==> run_1/class_map.png <==
Fill, decap, tap and diode cells in gray.
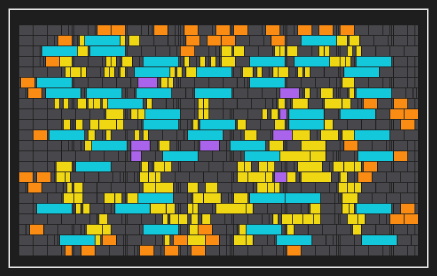
==> run_1/port_trees.png <==
Bar = 20 um.
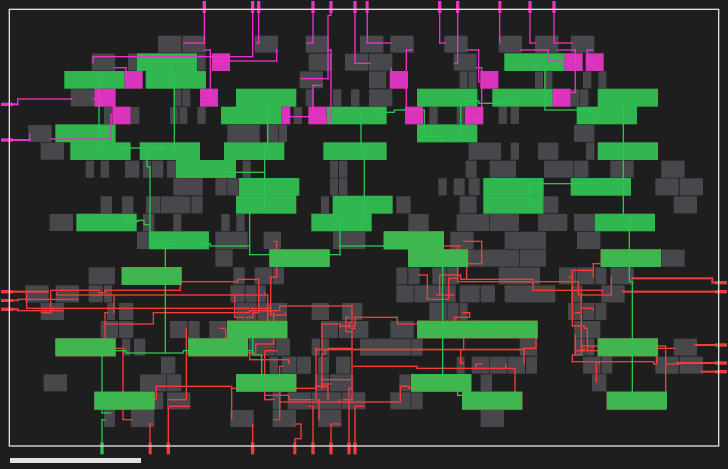
==> run_1/layers.png <==
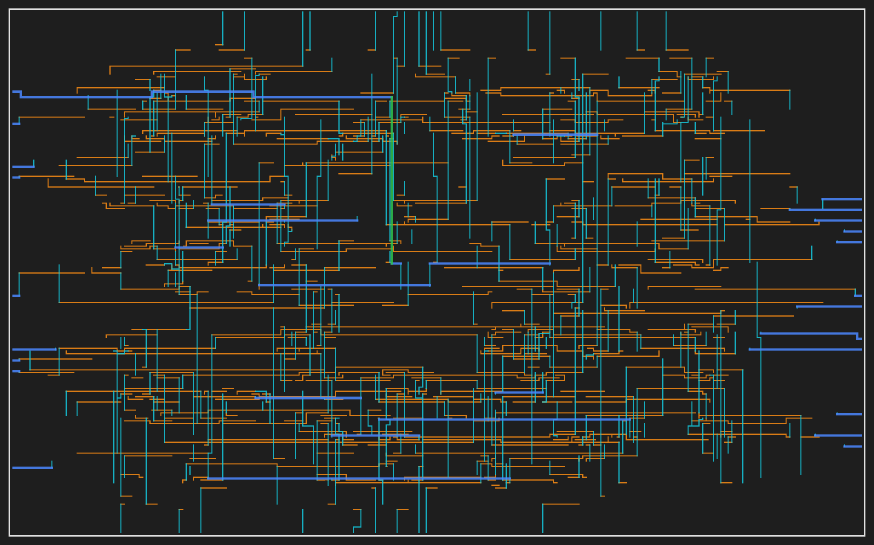
===== config.mk =====
export PLATFORM = sky130hd
export DESIGN_NAME = fsm_cmp_sequencer
export DESIGN_NICKNAME = d
export VERILOG_FILES = /design/src/rtl/fsm_cmp_sequencer.sv
export SDC_FILE = /design/constraint.sdc
export NUM_CORES = 1
export LEC_CHECK = 0
export CORE_ASPECT_RATIO = 0.6
export CORE_MARGIN = 2
export CORE_UTILIZATION = 35
export DETAILED_ROUTE_END_ITERATION = 6
export GPL_TIMING_DRIVEN = 1
export PLACE_DENSITY_LB_ADDON = 0.05
export SYNTH_ARGS = -nofsm -noshare
export SYNTH_HDL_FRONTEND = slang
export SYNTH_SLANG_ARGS = --single-unit

===== constraint.sdc =====
create_clock -name clk -period 5.6 [get_ports clk]
set_clock_uncertainty 0.05 [all_clocks]
set_input_delay 0.84 -clock clk [delete_from_list [all_inputs] [get_ports clk]]
set_output_delay 0.84 -clock clk [all_outputs]
set_load 0.03 [all_outputs]

===== src/rtl/fsm_cmp_sequencer.sv =====
// Serializes parallel words LSB-first onto the shared sequence-detector input and
// cross-checks the Moore, Mealy and gate-level detector outputs on every bit.
module fsm_cmp_sequencer #(
   parameter int WIDTH = 14,
   parameter int CNT_W = 5,
   parameter int ERR_W = 16
) (
   input  logic             clk,
   input  logic             rstn,
   input  logic             word_valid,
   input  logic [WIDTH-1:0] word_data,
   output logic             word_ready,
   output logic             ser_in,
   input  logic             det_moore,
   input  logic             det_mealy,
   input  logic             det_gate,
   input  logic             stat_clr,
   output logic             busy,
   output logic             done,
   output logic [CNT_W-1:0] det_count,
   output logic             word_err,
   output logic [ERR_W-1:0] err_count
);

   localparam int IDX_W = (WIDTH > 2) ? $clog2(WIDTH) : 1;
   localparam logic [IDX_W-1:0] LAST_IDX = IDX_W'(WIDTH - 1);

   typedef enum logic [1:0] {
      IDLE  = 2'd0,
      SHIFT = 2'd1,
      DONE  = 2'd2
   } state_t;

   state_t           state_q;
   logic [WIDTH-1:0] shreg_q;
   logic [IDX_W-1:0] bit_idx_q;
   logic             ser_in_q;
   logic             word_ready_q;
   logic             busy_q;
   logic             done_q;
   logic [CNT_W-1:0] det_count_q;
   logic             word_err_q;
   logic [ERR_W-1:0] err_count_q;

   logic             accept;
   logic             mismatch;
   logic             last_bit;
   logic [CNT_W-1:0] det_count_d;
   logic             word_err_d;
   logic [ERR_W-1:0] err_count_d;

   function automatic logic [CNT_W-1:0] sat_inc_cnt(input logic [CNT_W-1:0] v);
      return (&v) ? v : v + CNT_W'(1);
   endfunction

   function automatic logic [ERR_W-1:0] sat_inc_err(input logic [ERR_W-1:0] v);
      return (&v) ? v : v + ERR_W'(1);
   endfunction

   // word_ready_q is only high in IDLE/DONE, so it alone qualifies an accept
   assign accept   = word_valid && word_ready_q;
   assign mismatch = (det_moore ^ det_mealy) | (det_moore ^ det_gate) | (det_mealy ^ det_gate);
   assign last_bit = (bit_idx_q == LAST_IDX);

   assign det_count_d = det_moore ? sat_inc_cnt(det_count_q) : det_count_q;
   assign word_err_d  = word_err_q | mismatch;

   always_comb begin
      err_count_d = err_count_q;
      if (stat_clr) begin
         err_count_d = '0;
      end else if ((state_q == SHIFT) && mismatch) begin
         err_count_d = sat_inc_err(err_count_q);
      end
   end

   always_ff @(posedge clk or negedge rstn) begin
      if (!rstn) begin
         state_q      <= IDLE;
         shreg_q      <= '0;
         bit_idx_q    <= '0;
         ser_in_q     <= 1'b0;
         word_ready_q <= 1'b1;
         busy_q       <= 1'b0;
         done_q       <= 1'b0;
         det_count_q  <= '0;
         word_err_q   <= 1'b0;
         err_count_q  <= '0;
      end else begin
         done_q      <= 1'b0;
         err_count_q <= err_count_d;
         case (state_q)
            IDLE, DONE: begin
               if (accept) begin
                  state_q      <= SHIFT;
                  shreg_q      <= word_data;
                  bit_idx_q    <= '0;
                  ser_in_q     <= word_data[0];
                  word_ready_q <= 1'b0;
                  busy_q       <= 1'b1;
                  det_count_q  <= '0;
                  word_err_q   <= 1'b0;
               end else begin
                  state_q      <= IDLE;
                  ser_in_q     <= 1'b0;
                  word_ready_q <= 1'b1;
                  busy_q       <= 1'b0;
               end
            end
            SHIFT: begin
               // Detector outputs for bit k are sampled at the edge that ends cycle k
               det_count_q <= det_count_d;
               word_err_q  <= word_err_d;
               shreg_q     <= shreg_q >> 1;
               bit_idx_q   <= bit_idx_q + IDX_W'(1);
               if (last_bit) begin
                  state_q      <= DONE;
                  ser_in_q     <= 1'b0;
                  word_ready_q <= 1'b1;
                  busy_q       <= 1'b0;
                  done_q       <= 1'b1;
               end else begin
                  ser_in_q <= shreg_q[1];
               end
            end
            default: begin
               state_q      <= IDLE;
               ser_in_q     <= 1'b0;
               word_ready_q <= 1'b1;
               busy_q       <= 1'b0;
            end
         endcase
      end
   end

   assign word_ready = word_ready_q;
   assign ser_in     = ser_in_q;
   assign busy       = busy_q;
   assign done       = done_q;
   assign det_count  = det_count_q;
   assign word_err   = word_err_q;
   assign err_count  = err_count_q;

endmodule


==> run summary, run 1 <==
Update from the flow run.

The flow ran to the end, and the final reports show no timing, DRC or antenna violations. The insertion delay to the later sink of the worst-skew pair is around 0.29 ns. The worst-case reg-to-reg setup slack stands at about 3.6 ns. Post-CTS timing repair inserted 0 buffers for setup. The cell area after placement is about 0.0028 mm2.

The area recorded from the Yosys report for this design is around 0.0023 mm2. The family with the most delay on the worst path is buffers and inverters. The capture point of the worst reg-to-reg path is err_count[2].

The worst-case reg-to-reg path depth is 5. The mean cell area of the mapped netlist is around 10 um2. The combinational group share of total power is 0.355. The routed layout reports a DRC error count of 0. Yosys printed 0 warnings. The layout has a little under 600 filler cells.

The slowest stage of the critical path belongs to the cell clkdlybuf4s50_1. The first global-routing pass estimated between 8000 and 9000 um of wire. The number of distinct standard cells referenced by the synthesized netlist is 45. The half-perimeter wire length after placement is around 3800 um.

The number of antenna violations at the first check in global routing is 0. In this run the tools logged warnings totalling 27. The data arrival time of the critical path is around 1.5 ns. The horizontal extent of the die is 108 um. For this run, asynchronously set or reset flops after synthesis account for 1.00. STA classifies the critical path endpoint as a primary output. The most common logic cells in the final layout are clkdlybuf4s50_1, dfrtp_1, nand2_1. The starting utilization of the core area is 0.367.

For this run, the script counts the antenna cells in the layout as 0. The ratio of final minimum period to clock period is 0.433. The most used flip-flop cell after synthesis is dfrtp_1. The headroom to the max-slew limit is 0.330. The clock-pin transition on the worst setup and hold timing paths is roughly 0.090 ns. Of the post-synthesis cell area, the dominant cell type holds 0.484. The H-tree was split into 2 levels. The worst path needs between 2 and 2.5 ns of the cycle, external delays included. The longest individual stage delay on the worst path is 0.67 ns. In this run the remaining antenna-violating nets after routing total 0. The overall routing resource usage is 0.164. The report lists the cells along the critical path as clkdlybuf4s50_1.

For reference, the final report shows the max-slew violation count at 0. Of the total power, registers draw 0.453. The part of the power in the clock network is 0.192. The power report puts the leakage power at 0.00122 uW. The hold-critical path endpoint is shreg_q[10]. The internal cell power is about 660 uW.

The final tally of setup violations is 0. The switching part of the total is 0.386. For this design the ratio of total power to cell area is ~370 mW/mm2.

The highest attainable clock frequency is 412 MHz. The buffers plus inverters on the worst setup path is 1. The main area contributors are dfrtp_1, nand2_1, a22oi_1. The share of the yosys chip area belonging to registers is 0.496.

The finished design was reported to have a net count of between 200 and 300. The data required time at the worst endpoint is between 4 and 5 ns. The met3 layer wire length in the routed design is 320 um. The summed area of non-filler cells in the final layout is 0.00288 mm2.

The die covers between 0.007 and 0.008 mm2. The most instantiated logic cell after routing is clkdlybuf4s50_1. The report shows a maximum critical-path fanout of 4.

For this block, the routed nets add up to about 5400 um of wire. The gate count after technology mapping is 222. Counting every net in the synthesized netlist gives 248.

After detailed routing, the number of vias per cell comes to ~5.3. TritonCTS built the clock tree. From bottom edge to top edge, the die measures between 60 and 70 um. The number of iterations in the first detailed-routing pass is 4.

The worst hold path was traced through 2 stages. Registers take approximately 0.0011 mm2. The floorplan core area is 0.00619 mm2. In the final layout, the share of cells above drive strength 1 is 0.101. The number of standard cells reported by yosys is 222. The detailed router used layers up to and including met4. Setup repair after global routing left no endpoint under its margin.

The total overflow reported by the global router is 0. The multi-input combinational cells in the finished layout cover a total of roughly 0.0011 mm2. The average wire per cell in the routed design is 15.3 um. The worst hold path belongs to the class reg2reg.

The netlist area before placement is 0.00227 mm2. Adding up every negative setup slack in the final design gives 0 ns. The start of the worst register-to-register path is err_count[0]. The detailed router finished its first iteration with 127 violations. The maximum number of pins on one net before global-route repair is between 40 and 50. The worst-case vdd ir drop is 188 uV. Once synthesis finished, the tally of register bits stood at between 40 and 50. Counting every sink on the clock net gives between 40 and 50. The maximum clock insertion buffer count is 2. The wire length on met1 is 3010 um. The largest area contributor in the synthesized netlist is dfrtp_1. The transition time of the tightest slew-check pin is 1.00 ns. In this run the core area contains 22 standard-cell rows. The count of vias placed by the detailed router is roughly 1,900.

The area overhead of the layout relative to synthesis is 26.6%. The weighted congestion reported at the end of routability-driven placement is roughly 0.76. The number of gates resized after cts is 0. The category of the most critical setup path is reg2out.

The total CTS buffers is 5. The number of hold-repair buffers added at the cts stage is 0. The via count of the first global-routing pass came to between 1,500 and 2,000.

The net switching power in the latest report is just over 400 uW. The cell sitting at the root of the clock tree is a clkbuf_8. The number of enable-type register cells in the synthesized netlist is 0. For this design the top-level I/O count stands at between 40 and 50.

The max-cap check violation count is 0. The worst min-delay path startpoint is shreg_q[10]. STA classifies the critical path startpoint as a register. Endpoints failing hold in the final report were tallied at 0. Buffers placed on the I/O ports in this run total between 40 and 50. The met2 wire length is just over 2000 um.
## Picture notes: class_map.png
| class | color | cells | share of their area |
|---|---|---|---|
| remaining buffers and delay cells | orange | 46 | 16% |
| registers | cyan | 45 | 41% |
| clock drivers and dummy loads | purple | 8 | 3.2% |
| remaining logic cells | yellow | 169 | 40% |

## Picture notes: port_trees.png
| port | color | bits | direction | end cells | buffers | wire |
|---|---|---|---|---|---|---|
| err_count | red | 16 | output | 16 | 16 | 839 um |
| rstn | green | 1 | input | 45 | 1 | 344 um |
| word_data | magenta | 14 | input | 14 | 14 | 251 um |

## Picture notes: layers.png
| layer | color | wire length |
|---|---|---|
| M4 | green | 21.1 um |
| M2 | cyan | 2,020 um |
| M3 | blue | 320 um |
| M1 | orange | 3,010 um |

[run 1: registers in the layout, indices dropped and copies added (netlist names)]
| name | flops |
|---|---|
| det_count | 5 |
| done | 1 |
| bit_idx_q | 4 |
| shreg_q | 13 |
| busy | 1 |
| word_err | 1 |
| state_q | 2 |
| word_ready | 1 |
| err_count | 16 |
| ser_in | 1 |
[run 1: area by class of cell]
type / instances / area share
Sequential cell: 45 / 0.392
Multi-Input combinational cell: 165 / 0.377
Timing Repair Buffer: 46 / 0.158
Tap cell: 84 / 0.0365
Clock buffer: 5 / 0.0239
Clock inverter: 3 / 0.00739
Inverter: 4 / 0.00522
[run 1: worst max-delay path by stage]
stage                     cells after the start  slack (ns)        from           end
after detailed placement                      5        2.94  word_valid    shreg_q[2]
after CTS                                     1        3.16  word_ready    word_ready
final                                         1        3.17  word_ready    word_ready
after global routing                          5        3.10  word_valid    shreg_q[8]
after floorplan                               4        3.65   det_moore  err_count[9]
after global placement                        5        2.97   det_moore  err_count[9]
[run 1: through the flow]
stage          setup WS, ns  hold slack, ns  cells  total power (uW)  utilization
2_1_floorplan          3.65           0.396    222               736            -
3_3_place_gp           2.97           0.413    344               877        0.450
3_5_place_dp           2.94           0.413    344               876        0.450
4_1_cts                3.16           0.435    352              1090        0.465
5_1_grt                3.10           0.453    352              1160        0.465
6_report               3.17           0.432    352              1080        0.465
[run 1: Yosys cell counts (2+ instances only)]
cell type	number
a21oi_1	11
nor3_1	3
mux2_2	3
buf_2	2
nand2_1	40
a22o_1	3
nand4_4	2
nor2_1	11
dfrtp_1	44
and2_1	2
and3_1	3
o31ai_1	7
nand3b_1	3
clkbuf_1	2
nand3_4	2
inv_1	4
or3_1	4
o21ai_0	11
and4_1	3
buf_4	2
a22oi_1	12
ha_1	5
nor4_1	4
or4_1	5
nor2b_1	3
nand4_2	3
nand3_1	8
nand4_1	3
[run 1: power groups by stage]
stage          Sequential (uW)  Clock (uW)  Combinational [uW]
2_1_floorplan              534           0                 202
3_3_place_gp               495           0                 382
3_5_place_dp               492           0                 384
4_1_cts                    487         215                 387
5_1_grt                    502         231                 431
6_report                   488         206                 383
[run 1: metal layers]
layer | vias up | GRT usage
met5 | - | 0
met4 | 0 | 0.0385
met3 | 2 | 0.0414
met2 | 45 | 0.200
met1 | 901 | 0.272
li1 | 912 | -
[run 1: cells by family (layout without fill, tap and decap cells)]
group,after synthesis,count (layout),share of synthesized area
DFF,45,45,0.496
and+or+nand+nor,109,109,0.297
muxes,4,4,0.0198
adders and majority gates,5,5,0.0275
xor gates and xnor gates,1,1,0.00385
AOI/OAI and AO/OA,46,46,0.129
buffers and inverters,12,58,0.0264
==> run_1/sizing.png <==
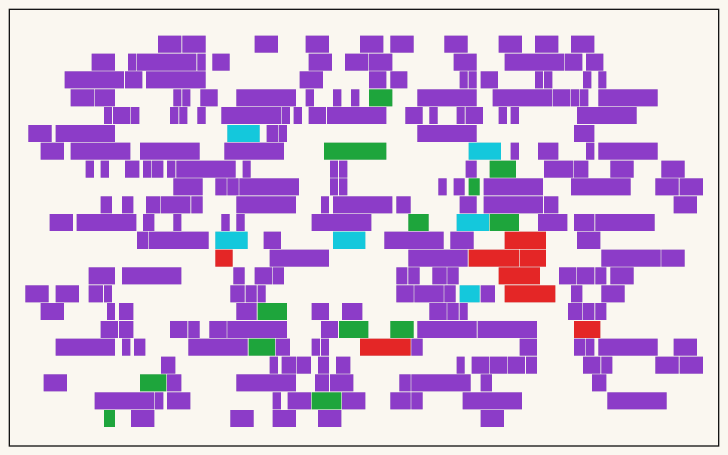

## Run 2: what changed since run 1
clock period = 2.35 ns   (was 5.6 ns; I/O delays follow)
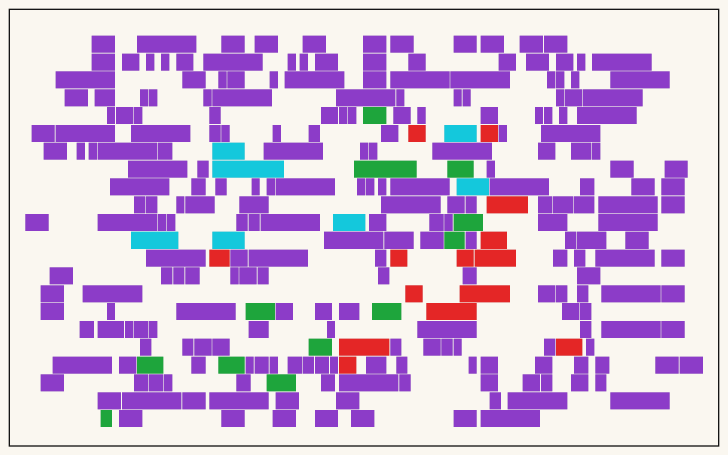
(run_2/sizing.png)
| size | color | cells | share |
|---|---|---|---|
| x1 and smaller | purple | 242 | 88% |
| x3 and x4 | red | 14 | 5.1% |
| x2 | green | 12 | 4.4% |
| x6 and larger | cyan | 7 | 2.5% |

==> run 2 against run 1 <==
  * Sequential power up 140%
  * Combinational power rose to 2.5 times the previous value
  * Register-to-register slack worse by 3.2 ns
  * Total power rose to 2.5 times the previous value
  * Via count down 1.2%
  * Largest power group unchanged
==> run summary, run 2 <==
Update from the flow run.

The end-of-flow core utilization is 0.480. Per the OpenROAD floorplan log, the area of the die is between 0.007 and 0.008 mm2. The final net count is roughly 300. The leakage power figure is ~0.0013 uW. Per Yosys stat, the portion of area used by sequential elements is 0.496. The leading cell type by number of instances after synthesis is dfrtp_1. The most instantiated logic cell after routing is clkdlybuf4s50_1. The number of antenna violations at the first check in global routing came to 0.

Clock tree synthesis selected as its root buffer the cell clkbuf_8. The share of the core area taken by cells at floorplan is 0.367. According to the I/O placement log, the pin count is ~47. The commonest register cell is dfrtp_1.

In the log, the iteration count for the first detailed-route pass is 4. The cell count after synthesis came out at about 220. The switching component of the power was reported as between 1000 and 1500 uW. The number of core rows is 22. The maximum number of pins on one net before global-route repair is 28. The count of vias placed by the detailed router is approximately 1,800. The final tally of setup violations is 0. Setup repair after global routing left no endpoint under its margin.

Of the cells placed in the final design, the portion with a size suffix greater than 1 is 0.120. The most critical min-delay path falls under reg2reg. The commonest cells after synthesis are dfrtp_1, nand2_1, a22oi_1.

The power per cell area is between 900 and 1000 mW/mm2. The transition time of the tightest slew-check pin is 0.834 ns. The via count of the first global-routing pass is about 1,700. Headroom to the max-slew limit came out at 0.442. The flip-flop count of the largest register, all copies and words added is 16.

The total inserted antenna cells is 0. The clock-pin transition on the worst setup and hold timing paths is 0.09 ns. Summed over all nets, the half-perimeter wirelength after detailed placement is between 4000 and 5000 um. The clock tree synthesis step divided the H-tree into 2 levels. The category of the most critical setup path is reg2reg.

The CTS tree is done. Clock latency on the worst-skew pair, taken at its later pin, is 0.30 ns. The area fraction of the largest cell type after synthesis is 0.484. The wire length of the first global-routing pass is between 9000 and 10,000 um.

After synthesis, the chip area reported by Yosys is ~0.0023 mm2. In this run, distinct cell masters in the synthesized netlist total ~45. The sequential group share of total power is 0.427. The number of buffers inserted by post-CTS setup repair is 0.

Of the total power, the clock network draws 0.220. The number of input and output port buffers inserted is approximately 46. The OpenROAD report gives the critical path a required time of 2.47 ns. The via density per instance is between 5 and 6. The critical path launch point type is a register. The total CTS buffers is 5. The aggregate negative setup slack is 0 ns. The data arrival time of the critical path is between 2 and 2.5 ns. The netlist area before placement is ~0.0023 mm2. The number of gates resized after cts is 0. The total overflow reported by the global router is 0. For reference, the top cells by area after synthesis are dfrtp_1, nand2_1, a22oi_1. Static timing analysis puts the maximum clock frequency at about 510 MHz.

Yosys printed 0 warnings. The count of nets left with antenna violations once routing finished came out at 0. From left edge to right edge, the die measures ~110 um.

The die is approximately 66 um tall. After synthesis the netlist holds a flip-flop and latch count of ~45. The max-cap check violation count is 0.

In the layout the commonest cells are clkdlybuf4s50_1, dfrtp_1, nand2_1. The combinational group share of total power is 0.353. The overall routing resource usage is 0.168. In this run the worst path has a maximum fanout of 5. OpenROAD emitted warnings numbering 27. The power report lists cell-internal power as approximately 1700 uW.

The ratio of final minimum period to clock period is 0.841. After detailed routing, the total wire length is between 5000 and 6000 um. The final routed DRC violation total is 0. The mean cell area of the mapped netlist is 10.2 um2. The maximum clock insertion buffer count is 2.

After synthesis, the share of flip-flops with an asynchronous set or reset is 1.00. The floorplan core area is 0.00619 mm2. The largest area contributor in the synthesized netlist is dfrtp_1. The worst-case vdd ir drop is between 500 and 600 uV.

Between the synthesized netlist and the finished layout, the area growth was recorded as 30.7%. The net count of the mapped netlist is between 200 and 250. The TritonCTS sink count is between 40 and 50. The synthesized design contains 0 enable-type register cells. The first routing iteration left ~100 violations. For this sky-water flow run, the detailed-routed wirelength per cell is reported as 15.6 um. The total chip power is 2720 uW. After synthesis, the design contains 222 cells according to Yosys. The placement summary gives the final routability congestion estimate as between 0.7 and 0.8. The run finished with clean final reports.

The endpoint class of the critical path is a register. The final number of max-transition violations is 0. The number of hold violations in the final report is 0. The clock period minus final worst setup slack is between 1.5 and 2 ns. Of the total power, the share spent switching nets is 0.370.
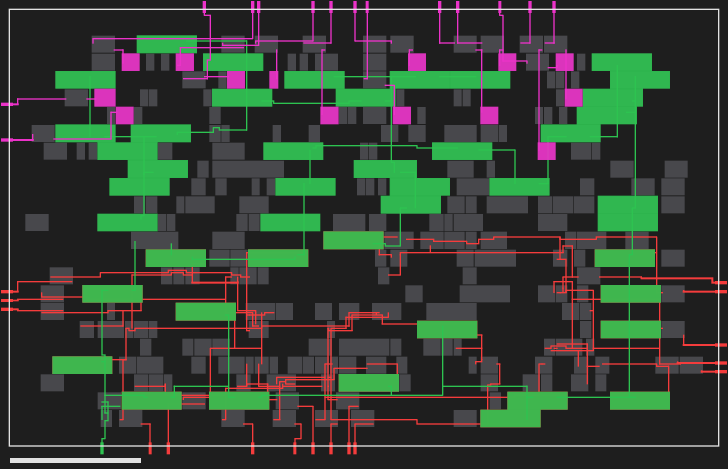
(run_2/port_trees.png)
Bar = 20 um.
| port | color | bits | direction | end cells | buffers | wire |
|---|---|---|---|---|---|---|
| rstn | green | 1 | input | 45 | 3 | 426 um |
| word_data | magenta | 14 | input | 14 | 14 | 249 um |
| err_count | red | 16 | output | 16 | 17 | 857 um |

[run 2: cell types whose count changed in the layout (fill, tap and decap cells not counted), sizes merged]
cell and delta:
buf +6, dlygate4sd3 +1, inv -1, bufinv +1
[run 2: worst paths after layout]
path                         startpoint       endpoint  slack (ns)  depth (start not counted)
max in group asynchronous          rstn     word_ready        1.18                          3
setup reg to reg           det_count[0]   det_count[2]        0.37                          7
hold reg to reg              shreg_q[2]     shreg_q[2]        0.43                          2
setup / recovery           det_count[0]   det_count[2]        0.37                          7
min in group asynchronous          rstn  err_count[12]        0.49                          2
hold / removal               shreg_q[2]     shreg_q[2]        0.43                          2
[run 2: cell type report]
| type | count | area, um2 |
|---|---|---|
| Clock buffer | 5 | 68.8 |
| Timing Repair Buffer | 53 | 523 |
| Fill cell | 584 | 3220 |
| Multi-Input combinational cell | 165 | 1090 |
| Sequential cell | 45 | 1130 |
| Tap cell | 84 | 105 |
| Clock inverter | 3 | 46.3 |
| Inverter | 4 | 15.0 |
[run 2: logic make-up (layout without fill, tap and decap cells)]
family,after synthesis,count (layout),share of synthesized area
AND-OR/OR-AND,46,46,0.129
XOR/XNOR,1,1,0.00385
adder cells (fa/ha/maj),5,5,0.0275
buffers and inverters,12,65,0.0264
flip-flops,45,45,0.496
multiplexers,4,4,0.0198
AND/OR/NAND/NOR,109,109,0.297
[run 2: routing by layer]
| layer | global-route usage | part of all wire | vias up |
|---|---|---|---|
| li1 | - | - | 926 |
| met3 | 0.0384 | 0.046 | 2 |
| met2 | 0.204 | 0.37 | 42 |
| met1 | 0.283 | 0.58 | 867 |
| met5 | 0 | 0 | - |
| met4 | 0.0385 | 0.0038 | 0 |
[run 2: per-stage QoR]
step                instance area (um2)  hold slack, ns  setup slack [ns]  cells
finish                             2970           0.432             0.373    359
global route                       2970           0.454             0.242    359
CTS                                2970           0.436             0.379    359
detailed placement                 2850           0.290             0.218    350
global placement                   2850           0.288             0.186    350
floorplan                          2270         0.00691             0.406    222
[run 2: power groups by stage]
stage | Sequential, uW | Clock [uW] | Combinational [uW]
3_5_place_dp | 1170 | 0 | 966
2_1_floorplan | 1270 | 0 | 482
6_report | 1160 | 598 | 958
4_1_cts | 1160 | 621 | 969
5_1_grt | 1190 | 657 | 1070
3_3_place_gp | 1170 | 0 | 948
[run 2: critical path, cell delays in order, from the launching register on]
cell and delay, ns:
dfrtp_1 0.43, ha_1 0.26, and3_1 0.19, ha_1 0.17, and4bb_2 0.35, nor2_1 0.11, o21ai_0 0.18, o21ai_0 0.11
[run 2: repair_timing]
item,CTS,global route
hold endpoints to repair,18,0
hold buffers,1,0
endpoints found under the setup margin,0,0
No activity file was given, so power comes from the tool's default toggle rates.
